==> config.mk <==
export PLATFORM = sky130hd
export DESIGN_NAME = demux_1to4_buf
export DESIGN_NICKNAME = d
export VERILOG_FILES = /design/src/rtl/demux_1to4_buf.sv
export SDC_FILE = /design/constraint.sdc
export NUM_CORES = 1
export LEC_CHECK = 0
export ABC_AREA = 1
export CAP_MARGIN = 20
export CELL_PAD_IN_SITES_DETAIL_PLACEMENT = 1
export CELL_PAD_IN_SITES_GLOBAL_PLACEMENT = 1
export CORE_MARGIN = 5
export CORE_UTILIZATION = 40
export DETAILED_ROUTE_END_ITERATION = 12
export HOLD_SLACK_MARGIN = 0.06
export PLACE_DENSITY = 0.83
export SLEW_MARGIN = 20
export SYNTH_ARGS = -nofsm -noshare
export SYNTH_HDL_FRONTEND = slang
export SYNTH_SLANG_ARGS = --single-unit
==> constraint.sdc <==
create_clock -name clk -period 4.2 [get_ports clk]
set_clock_uncertainty 0.2 [all_clocks]
set_input_delay 1.26 -clock clk [delete_from_list [all_inputs] [get_ports clk]]
set_output_delay 1.26 -clock clk [all_outputs]
set_load 0.02 [all_outputs]
==> src/rtl/demux_1to4_buf.sv <==
// demux_1to4_buf: 1-to-4 demultiplexer with a one-word output register per
// channel, valid/ready handshakes on every side and per-channel word counters.
//
// Ports:
//   clk, rst                  clock and synchronous active-high reset
//   in_data, in_valid         offered input word
//   in_ready                  input accepted this cycle (combinational)
//   sel_a..sel_d              destination selects, priority a > b > c > d
//   out_a..out_d, vld_a..vld_d  channel data registers and their valid flags
//   rdy_a..rdy_d              channel consumers take the held word
//   cnt_a..cnt_d              accepted-word counters, modulo 256
//   nosel_err                 sticky: a word was offered with no select set
module demux_1to4_buf #(
   parameter int WIDTH = 4
) (
   input  logic             clk,
   input  logic             rst,
   input  logic [WIDTH-1:0] in_data,
   input  logic             in_valid,
   output logic             in_ready,
   input  logic             sel_a,
   input  logic             sel_b,
   input  logic             sel_c,
   input  logic             sel_d,
   output logic [WIDTH-1:0] out_a,
   output logic [WIDTH-1:0] out_b,
   output logic [WIDTH-1:0] out_c,
   output logic [WIDTH-1:0] out_d,
   output logic             vld_a,
   output logic             vld_b,
   output logic             vld_c,
   output logic             vld_d,
   input  logic             rdy_a,
   input  logic             rdy_b,
   input  logic             rdy_c,
   input  logic             rdy_d,
   output logic [7:0]       cnt_a,
   output logic [7:0]       cnt_b,
   output logic [7:0]       cnt_c,
   output logic [7:0]       cnt_d,
   output logic             nosel_err
);

   logic [3:0]       sel;
   logic [3:0]       rdy;
   logic [3:0]       win;
   logic [3:0]       free;
   logic [3:0]       fill;
   logic [3:0]       drain;
   logic [3:0]       vld_q;
   logic [WIDTH-1:0] data_q [4];
   logic [7:0]       cnt_q [4];
   logic             nosel_q;

   assign sel = {sel_d, sel_c, sel_b, sel_a};
   assign rdy = {rdy_d, rdy_c, rdy_b, rdy_a};

   // Isolate the lowest set bit: channel a sits at bit 0, so it wins.
   assign win = sel & (~sel + 4'd1);

   // A channel can take a word if empty or draining in the same cycle.
   assign free = ~vld_q | rdy;

   assign in_ready = !rst && |(win & free);
   assign fill     = (in_valid && in_ready) ? win : 4'b0000;
   assign drain    = vld_q & rdy;

   always_ff @(posedge clk) begin
      if (rst) begin
         vld_q   <= 4'b0000;
         nosel_q <= 1'b0;
         for (int i = 0; i < 4; i++) begin
            data_q[i] <= '0;
            cnt_q[i]  <= 8'd0;
         end
      end else begin
         for (int i = 0; i < 4; i++) begin
            if (fill[i]) begin
               data_q[i] <= in_data;
               vld_q[i]  <= 1'b1;
               cnt_q[i]  <= cnt_q[i] + 8'd1;
            end else if (drain[i]) begin
               vld_q[i]  <= 1'b0;
            end
         end
         if (in_valid && sel == 4'b0000)
            nosel_q <= 1'b1;
      end
   end

   assign out_a = data_q[0];
   assign out_b = data_q[1];
   assign out_c = data_q[2];
   assign out_d = data_q[3];

   assign vld_a = vld_q[0];
   assign vld_b = vld_q[1];
   assign vld_c = vld_q[2];
   assign vld_d = vld_q[3];

   assign cnt_a = cnt_q[0];
   assign cnt_b = cnt_q[1];
   assign cnt_c = cnt_q[2];
   assign cnt_d = cnt_q[3];

   assign nosel_err = nosel_q;

endmodule

==> run summary <==
On the backend side, the flow ran end to end.

The number of warnings in the stage logs stands at 26. The slew at the pin closest to its max-slew limit stands at 0.530 ns. For reference, the mux area share after synthesis is 0%.

STA classifies the critical path endpoint as an output port. No sink is reached through more buffers than the 2 on the longest clock path. edfxtp_1 is the most common cell in the netlist. TritonCTS built the clock tree.

The mean area per synthesized cell stands at 11.5 µm². The count of pins over their slew limit stands at 0. The floorplan step set the die height to 89.0 µm.

Of the total synthesized cell area, the portion taken by AND-OR and OR-AND cells is 2.01%. The starting density of the core stands at 41.7%. The number of antenna violations at the first check in global routing stands at 0. The routed design has 5660 µm of wire.

The pre-antenna-repair detailed-routing pass consisted of 4 iterations. The script extracted a total leakage power of 0.00126 µW. The final layout reports a setup TNS of 0 ns. Setup slack on the critical path of the routed design comes to 0.243 ns.

In this design, the stage delay of the slowest critical-path cell is 0.46 ns. The critical path in this run is classified as in -> out. On the worst setup and hold paths after CTS, the clock-pin slew comes to 0.08 ns.

The achievable clock frequency stands at 0.253 GHz. The cell total in the yosys stat output stands at 218. The utilization of the core after routing stands at 56.3%. In this run the biggest area consumer among cell types represents 57.7% of the synthesized area.

The via count of the routed design stands at 1,792. Yosys shows that the main logic family after synthesis is simple AND/OR/NAND/NOR gates. The number of placement rows stands at 28. The min-delay analysis places its worst path in the category reg -> reg. The number of sinks driven by the clock tree stands at 53. The residual DRC count stands at 0. The final report lists the setup-violating endpoint count as 0. Dividing the detail-routed wire length by the instance count gives 15.2 µm.

The detail route stage leaves a number of antenna-violating nets equal to 0. The cts-stage hold buffer count stands at 0. The number of violations of the max-capacitance limit stands at 0. The post-synthesis cell type count stands at 25. The routed design shows a via density per instance of 4.80.

After synthesis, the chip area reported by Yosys is 0.00250 mm². Counting flops and latches in the post-synthesis netlist gives 53. VDD sags by at most 0.134 mV.

The standard cell core area stands at 0.00599 mm². Entering global routing, the biggest net connects 16 pins. The worst setup path is launched from an input port. The wire length of the first global-routing pass stands at 9040 µm. The count of pins on the block boundary stands at 69. Before any placement, the netlist area is recorded as 0.00250 mm². The cell-mix breakdown from Yosys lists the simple-gate area share as 22.3%.

The net count reported at finish stands at 317. The routability congestion estimate stands at 0.797. The gate count after technology mapping stands at 218. The full die area stands at 0.00792 mm².

In this design, the critical path's most frequently occurring cell is nor2_2. Setup repair after global routing left no endpoint under its margin. Power spread over the standard cell area amounts to 306 mW/mm². The critical path maximum fanout is 3. Per the final timing report, the hold violations number 0. Counting instances in the post-synthesis netlist gives the leading cell types as edfxtp_1, nor2_1, inv_1. The flow ran to the end, and the final reports show no timing, DRC or antenna violations.

The deepest level of the CTS H-tree stands at 2. Walking the worst path, the cells encountered are clkdlybuf4s50_1 -> nor2_2 -> nand2_1 -> nor2_1 -> nor2_2 -> a21oi_1 -> clkbuf_2. The total inserted antenna cells stands at 0. The later pin in the worst-skew pair is clocked with a latency of 0.30 ns.

The number of global-route vias before repair stands at 1,822. The synthesis report names the predominant flop master as edfxtp_1.
[logic make-up (layout without fill, tap and decap cells)]
| group | Yosys count | after routing |
|---|---|---|
| buffers and inverters | 27 | 107 |
| adders and majority gates | 4 | 4 |
| xor gates and xnor gates | 20 | 20 |
| DFF | 53 | 53 |
| and+or+nand+nor | 104 | 104 |
| AOI/OAI and AO/OA | 10 | 10 |
[critical path, delay by kind of cell]
kind,cells,cell delay (ns)
AOI/OAI and AO/OA,1,0.15
buffers and inverters,2,0.65
and+or+nand+nor,4,0.43
[sequential cells by signal (all words and copies together), names as in the netlist]
name and cells:
vld_q 4, data_q 16, nosel_err 1, cnt_q 32
[layout by cell type, fill, tap and decap left out, types with 2 or more instances in the layout]
master and n:
buf_4 9, edfxtp_1 48, nand4_2 2, nand3_1 11
xnor2_1 9, inv_1 23, a21oi_1 9, xor2_1 11
clkbuf_8 5, nor2_1 35, nor2_2 20, clkdlybuf4s50_1 67
or2_2 2, dfxtp_1 5, nor2_4 2, nand2_2 2
nand4_1 2, nand4_4 2, nand2_1 21, ha_1 4
[power by group]
group | switching (µW) | internal [µW]
registers | 18.1 | 596
clock network | 163 | 112
logic | 79.4 | 64.9
total | 260 | 774
[metrics by stage]
step                cells  hold WS, ns  power (µW)  cell area (µm²)
floorplan             218        0.320         696             2500
global placement      366        0.239         770             3300
detailed placement    366        0.250         774             3300
CTS                   373        0.272        1050             3380
global route          373        0.304        1090             3380
finish                373        0.266        1030             3380
[worst paths after layout]
kind | startpoint | end | slack [ns] | cells after the start
min reg2reg | nosel_err$_SDFFE_PP0P_ | nosel_err$_SDFFE_PP0P_ | 0.27 | 2
max | sel_a | in_ready | 0.24 | 7
min | nosel_err$_SDFFE_PP0P_ | nosel_err$_SDFFE_PP0P_ | 0.27 | 2
max reg2reg | vld_q[2]$_SDFFE_PP0P_ | cnt_q[1][3]$_SDFFCE_PN0P_ | 2.10 | 8
[layout make-up]
type	count	area (µm²)
clock buffer	5	68.8
inverter	23	86.3
multi-input combinational	138	831
tap	75	93.8
timing repair buffer	77	743
sequential	53	1540
clock inverter	2	11.3
fill	661	2620
[metal layers]
layer	wire, µm	up-vias	track usage [%]
li1	-	882	-
met2	2910	51	26.9
met3	292	7	3.04
met1	2390	852	18.1
met4	63	0	4.87
met5	0	-	0
[timing repair]
item                                   in CTS  in global routing
endpoints found under the hold margin       0                  0
buffers inserted                            0                  0
gates resized                               1                  2
setup endpoints to repair                   1                  1
cloned                                      0                  0
Fig. 1: cells colored by class
Scale bar: 20 µm.
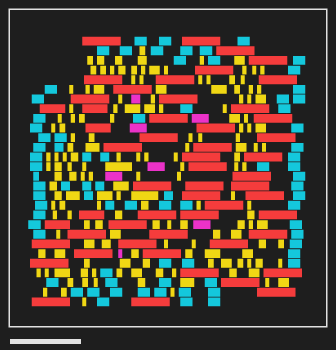
- other buffers and delay cells: cyan (cells 77)
- all other logic: yellow (cells 161)
- flops: red (cells 53)
- clock drivers and dummy loads: magenta (cells 7)

Fig. 2: drive-strength map
Scale bar: 20 µm.
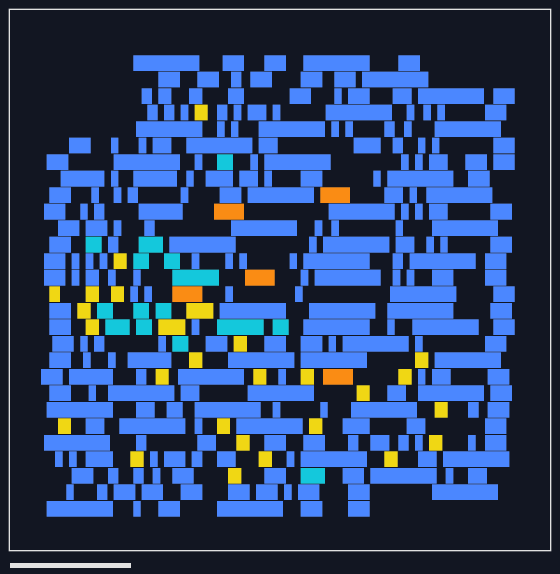
- drive 2: yellow (cells 27; share 9.1%)
- drive 3 to 4: cyan (cells 15; share 5.0%)
- drive 1 or less: blue (cells 251; share 84%)
- drive 6 and up: orange (cells 5; share 1.7%)

Fig. 3: pin map
Pins as bars across the die edge, other pins in gray.
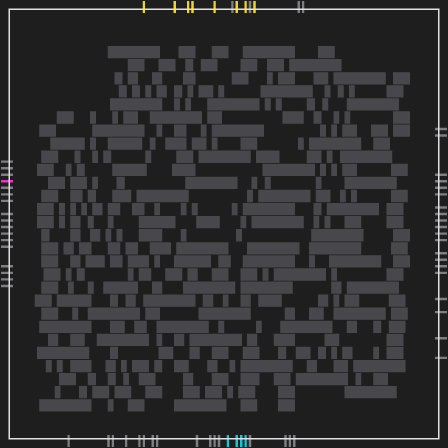
- cnt_c: yellow (pins 8; direction output; edge top)
- out_a: cyan (pins 4; direction output; edge bottom)
- vld_b: magenta (pins 1; direction output; edge left)
- all pins by edge: 20 bottom, 20 right, 17 left, 12 top

Power is estimated from default activity; no workload was simulated.
